`src/rtl/multicycle_ripple_adder_pkg.sv`:
```
// Shared definitions for the multicycle ripple adder: FSM state encoding and
// the operand-width / chunk-width legality rule.
package multicycle_ripple_adder_pkg;

    typedef enum logic [1:0] {
        IDLE = 2'd0,
        RUN  = 2'd1,
        DONE = 2'd2
    } state_t;

    // The operand must split into a whole number of non-empty chunks.
    function automatic bit chunk_cfg_legal(input int width, input int chunk);
        return (chunk >= 1) && (chunk <= width) && ((width % chunk) == 0);
    endfunction

endpackage

```
`src/rtl/full_adder.sv`:
```
// Single-bit full adder cell, the building block of the chunk adder.
module full_adder (
    input  logic a,
    input  logic b,
    input  logic cin,
    output logic sum,
    output logic cout
);

    assign sum  = a ^ b ^ cin;
    assign cout = (a & b) | (cin & (a ^ b));

endmodule

```
`src/rtl/multicycle_ripple_adder_chunk.sv`:
```
// Combinational CHUNK-bit ripple-carry adder built from full_adder cells.
// Besides the sum and carry-out it exposes the carry into the chunk MSB so
// the caller can form two's-complement overflow on the final chunk.
module ripple_chunk_adder #(
    parameter int CHUNK = 2
) (
    input  logic [CHUNK-1:0] a,
    input  logic [CHUNK-1:0] b,
    input  logic             cin,
    output logic [CHUNK-1:0] sum,
    output logic             cout,
    output logic             cin_msb
);

    logic [CHUNK:0] carry;

    assign carry[0] = cin;

    for (genvar i = 0; i < CHUNK; i++) begin : g_bit
        full_adder u_fa (
            .a    (a[i]),
            .b    (b[i]),
            .cin  (carry[i]),
            .sum  (sum[i]),
            .cout (carry[i+1])
        );
    end

    assign cout    = carry[CHUNK];
    assign cin_msb = carry[CHUNK-1];

endmodule

```
`src/rtl/multicycle_ripple_adder.sv`:
```
// Sequential adder/subtractor: a CHUNK-bit ripple adder is time-shared across
// a WIDTH-bit operand, LSB chunk first, with the carry held in a register
// between chunks. Valid/ready handshakes on both sides; results registered.
//
// state | meaning
// IDLE  | waiting for operands, in_ready=1
// RUN   | adding one chunk per clock
// DONE  | result presented, out_valid=1, waiting for out_ready
module multicycle_ripple_adder
    import multicycle_ripple_adder_pkg::*;
#(
    parameter int WIDTH = 8,
    parameter int CHUNK = 2
) (
    input  logic             clk,
    input  logic             reset_n,
    input  logic             in_valid,
    output logic             in_ready,
    input  logic [WIDTH-1:0] input_A,
    input  logic [WIDTH-1:0] input_B,
    input  logic             input_C0,
    input  logic             input_sub,
    output logic             out_valid,
    input  logic             out_ready,
    output logic [WIDTH-1:0] output_S,
    output logic             output_C,
    output logic             output_V
);

    localparam int NCHUNK = WIDTH / CHUNK;
    localparam int CNT_W  = (NCHUNK > 1) ? $clog2(NCHUNK) : 1;
    localparam logic [CNT_W-1:0] LAST_CHUNK = CNT_W'(NCHUNK - 1);

    if (!chunk_cfg_legal(WIDTH, CHUNK)) begin : g_bad_cfg
        $error("multicycle_ripple_adder: WIDTH must be a multiple of CHUNK and CHUNK >= 1");
    end

    state_t state;
    state_t state_next;

    logic [WIDTH-1:0] a_reg;
    logic [WIDTH-1:0] b_reg;
    logic [WIDTH-1:0] psum;
    logic [WIDTH-1:0] psum_next;
    logic             carry;
    logic [CNT_W-1:0] cnt;

    logic [CHUNK-1:0] chunk_sum;
    logic             chunk_cout;
    logic             chunk_cin_msb;

    logic accept;
    logic last_chunk;

    assign in_ready   = (state == IDLE);
    assign out_valid  = (state == DONE);
    assign accept     = in_valid && in_ready;
    assign last_chunk = (state == RUN) && (cnt == LAST_CHUNK);

    ripple_chunk_adder #(
        .CHUNK (CHUNK)
    ) u_chunk (
        .a       (a_reg[CHUNK-1:0]),
        .b       (b_reg[CHUNK-1:0]),
        .cin     (carry),
        .sum     (chunk_sum),
        .cout    (chunk_cout),
        .cin_msb (chunk_cin_msb)
    );

    // Chunk sums enter at the top so that after NCHUNK shifts the first
    // (least significant) chunk has arrived at bit 0.
    if (CHUNK == WIDTH) begin : g_psum_full
        assign psum_next = chunk_sum;
    end else begin : g_psum_shift
        assign psum_next = {chunk_sum, psum[WIDTH-1:CHUNK]};
    end

    // State register.
    always_ff @(posedge clk) begin
        if (!reset_n) begin
            state <= IDLE;
        end else begin
            state <= state_next;
        end
    end

    // Next-state logic: accept -> RUN for NCHUNK edges -> DONE until drained.
    always_comb begin
        state_next = state;
        case (state)
            IDLE:    if (accept)     state_next = RUN;
            RUN:     if (last_chunk) state_next = DONE;
            DONE:    if (out_ready)  state_next = IDLE;
            default: state_next = IDLE;
        endcase
    end

    // Operand capture, chunk-by-chunk shifting and result registration.
    always_ff @(posedge clk) begin
        if (!reset_n) begin
            a_reg    <= '0;
            b_reg    <= '0;
            psum     <= '0;
            carry    <= 1'b0;
            cnt      <= '0;
            output_S <= '0;
            output_C <= 1'b0;
            output_V <= 1'b0;
        end else if (accept) begin
            // Subtraction is A + ~B + 1; the +1 rides in as the initial carry.
            a_reg <= input_A;
            b_reg <= input_sub ? ~input_B : input_B;
            carry <= input_sub ? 1'b1 : input_C0;
            cnt   <= '0;
        end else if (state == RUN) begin
            a_reg <= a_reg >> CHUNK;
            b_reg <= b_reg >> CHUNK;
            carry <= chunk_cout;
            psum  <= psum_next;
            cnt   <= cnt + 1'b1;
            if (last_chunk) begin
                output_S <= psum_next;
                output_C <= chunk_cout;
                output_V <= chunk_cout ^ chunk_cin_msb;
            end
        end
    end

endmodule
```
`config.mk`:
```
export PLATFORM = sky130hd
export DESIGN_NAME = multicycle_ripple_adder
export DESIGN_NICKNAME = d
export VERILOG_FILES = /design/src/rtl/multicycle_ripple_adder_pkg.sv /design/src/rtl/full_adder.sv /design/src/rtl/multicycle_ripple_adder_chunk.sv /design/src/rtl/multicycle_ripple_adder.sv
export SDC_FILE = /design/constraint.sdc
export NUM_CORES = 1
export LEC_CHECK = 0
export CAP_MARGIN = 20
export CORE_MARGIN = 2
export CORE_UTILIZATION = 32
export CTS_BUF_LIST = sky130_fd_sc_hd__clkbuf_4 sky130_fd_sc_hd__clkbuf_8
export DETAILED_ROUTE_END_ITERATION = 10
export PLACE_DENSITY_LB_ADDON = 0.05
export SYNTH_ARGS = -nofsm -noshare
export SYNTH_HDL_FRONTEND = slang
export SYNTH_SLANG_ARGS = --single-unit
export TNS_END_PERCENT = 5
```
`constraint.sdc`:
```
create_clock -name clk -period 4.48 [get_ports clk]
set_input_delay 1.344 -clock clk [delete_from_list [all_inputs] [get_ports clk]]
set_output_delay 1.344 -clock clk [all_outputs]
set_load 0.02 [all_outputs]
```
**Run 1: the clock network**

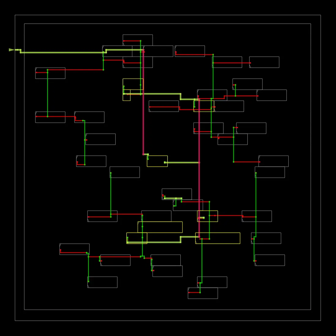
number of clock sinks: 37
Layout Skew: 6.021 ps
flip-flops: 37
total of clock buffers placed in the layout: 5
Num CTS Buffers: 5

**Run 1: routed clock nets over the placement**

Scale: 6 px per µm.
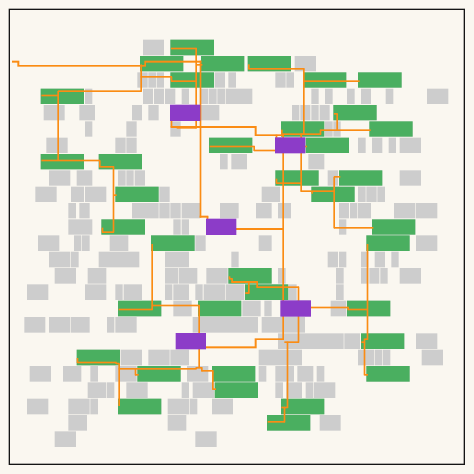
[clock wires] orange | length: 495 µm
[cells driving clock nets] purple | count: 5
[flip-flops] green | count: 37
routed clock nets: 6

**Run 1: placed cells, one color a class**

Scale: 4 px per µm. Fill, decap, tap and diode cells in gray.
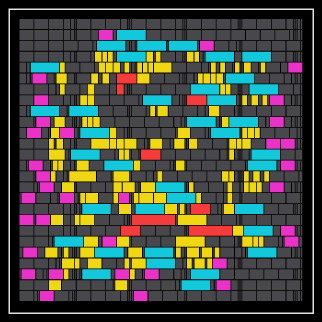
[flip-flops] cyan | cells: 37 | share of their area: 37%
[clock drivers and dummy loads] red | cells: 8 | share of their area: 6.6%
[all other logic] yellow | cells: 134 | share of their area: 40%
[other buffers and delay cells] magenta | cells: 34 | share of their area: 17%

**Run 1: wires at chosen ports, followed through buffers**

Scale: 4 px per µm.
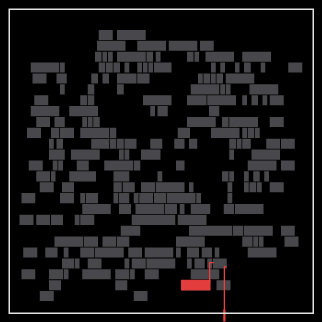
[`output_C`] red | bits: 1 | direction: output | end cells: 1 | wire: 17.2 µm

==> changes_impl.md, run 1 <==
### Metrics

- Pint: 0.0006170 W
- Pin count of the biggest net entering global routing: 25
- Post-Place Cells: 275
- Sequential standard cell area: 740.7 µm²
- Most instantiated logic cells after routing: 37 x dfxtp_1, 33 x clkdlybuf4s50_1, 28 x nand2_1
- Count of warning messages emitted by the tools: 26
- Ys async rst share: 0
- Share of synthesized cell area in full adder, half adder and majority cells: 0.03204
- Antenna Diode Count: 0
- Biggest area consumer among synthesized cells: dfxtp_1
- Number of hold-slack violations in the final timing report: 0
- Fraction of final layout cells with drive strength greater than 1: 0.07042
- Met3 layer wire length in the routed design: 190 µm
- Std-Cell Core Area: 0.005010 mm²
- Highest-count logic cell in the final layout: dfxtp_1
- Final RePlAce weighted congestion: 0.8196
- Launch point of the worst path: state[0]
- Critical path class: reg -> out
- Largest stage delay, worst path: 750 ps
- Cell group occupying the most layout area: combinational gates
- Post-CTS sizing: 0
- Result of the run: complete, no violations
- Final WL: 3529 µm
- Clock root buffer master: clkbuf_8
- Pre-Place Util: 0.3274
- Total Power Consumption: 0.0008014 W
- Simple share: 0.1800
- Clock Latency Late Sink: 290 ps
- Count of maximum capacitance violations: 0
- Most heavily used metal layer in global routing: met2
- Hold/Removal Path Class: reg -> reg
- Fin worst setup slack: 1359 ps
- Largest delay contributor family on the critical path: flip-flops
- TritonCTS clock tree: built
- Proportion of synthesized chip area in sequential cells: 0.4516
- Final cell count without fillers: 283
- Total clock network power: 0.000345 W
- Number of cells on the worst reg-to-reg path: 3
- Slowest cell on the critical path: dfxtp_1
- Number of instances on the worst hold path: 2
**Run 1: the metal 2 layer**

Scale: 6 px per µm.
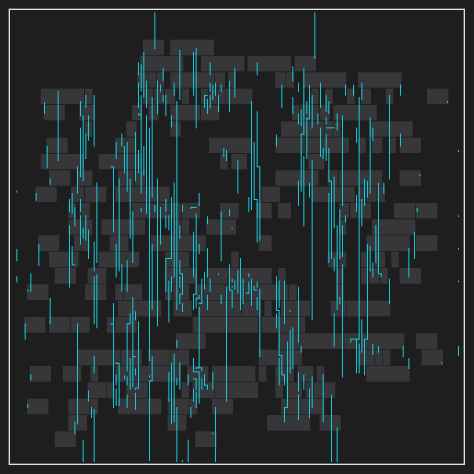

==> run 1 -> run 2 <==
==> constraint.sdc (replaced) <==
create_clock -name clk -period 3 [get_ports clk]
set_input_delay 0.9 -clock clk [delete_from_list [all_inputs] [get_ports clk]]
set_output_delay 0.9 -clock clk [all_outputs]
set_load 0.02 [all_outputs]
**Run 2: the metal 2 layer**

Scale: 6 px per µm.
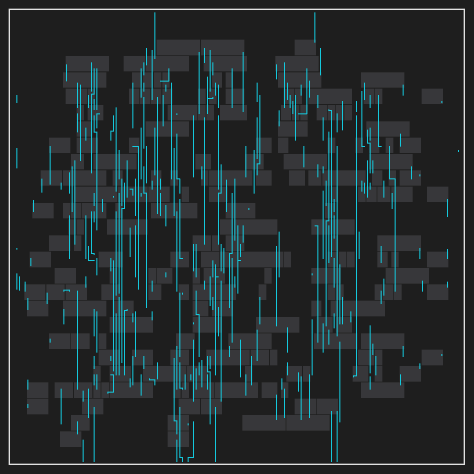
wire length on this layer: 1580 µm
nets with wire on the layer: 189
main direction: vertical
longest straight run: 43.4 µm

==> run 2 against run 1 <==
  * Critical path depth is 1 higher
  * Non-clock buffer count is 2 higher
  * Area after synthesis stayed put
  * Via count is 0.90% lower
  * Worst hold slack worse by 1.6 ps
  * Global-route usage is 0.22 points higher
  * Register-to-register slack worse by 1400 ps
  * Sequential cell count stayed put
  * Core utilization is 0.65 points lower
  * Die area stayed put
==> changes_impl.md, run 2 <==
### Metrics

- Cell group occupying the most layout area: combinational gates
- Max Clk Rate: 415.1 MHz
- Pint: 0.0007625 W
- Slowest cell on the critical path: clkdlybuf4s50_1
- Critical path class: reg -> out
- Fin worst setup slack: 590.7 ps
- Clock Latency Late Sink: 280 ps
- Share of synthesized cell area in full adder, half adder and majority cells: 0.03204
- Count of maximum capacitance violations: 0
- Total of clock buffers placed in the layout: 6
- Net count entering floorplan: 210
- Ports placed on the boundary: 34
- Most instantiated logic cells after routing: 37 x dfxtp_1, 33 x clkdlybuf4s50_1, 28 x nand2_1
- Highest-count logic cell in the final layout: dfxtp_1
- Synthesized netlist cell count: 185
- Num CTS Buffers: 5
- TritonCTS clock tree: built
- Maximum vdd ir drop: 0.0001561 V
- Launch point of the worst path: state[0]
- Hold/Removal Path Class: reg -> reg
- Clock root buffer master: clkbuf_8
- Antenna Diode Count: 0
- Die Width: 75.60 µm
- Largest stage delay, worst path: 610 ps
- Most heavily used metal layer in global routing: met2
- Number of clock sinks: 37
- Number of instances on the worst hold path: 2
- Final RePlAce weighted congestion: 0.7953
- Number of hold-slack violations in the final timing report: 0
- Sequential standard cell area: 740.7 µm²
- Total clock network power: 0.000340 W
- Post-CTS sizing: 0
- Layout Skew: 5.480 ps
- Non-clock buffering overhead: 0.1701
- Result of the run: complete, no violations
- Largest delay contributor family on the critical path: buffers and inverters
- Simple share: 0.1800
- Std-Cell Core Area: 0.005010 mm²
- Pre-Place Util: 0.3274
- Pin count of the biggest net entering global routing: 25
- Most frequent cell after synthesis: dfxtp_1
- Met3 layer wire length in the routed design: 161 µm
- Count of warning messages emitted by the tools: 26
- Global routing met1 resource utilization: 0.1816
- Ys async rst share: 0
- Hold bufs inserted after CTS: 0
- Final cell count without fillers: 285
- Post-Place Cells: 277
- Flip-flops: 37
- Critical R2R Launch: carry
**Run 2: wires at chosen ports, followed through buffers**

Scale: 4 px per µm.
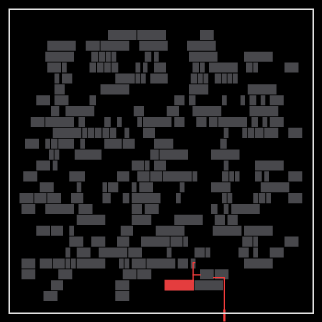
[`output_C`] red | bits: 1 | direction: output | end cells: 1 | wire: 18.1 µm

Power figures rest on the tool's default switching activity, not on a simulated workload.
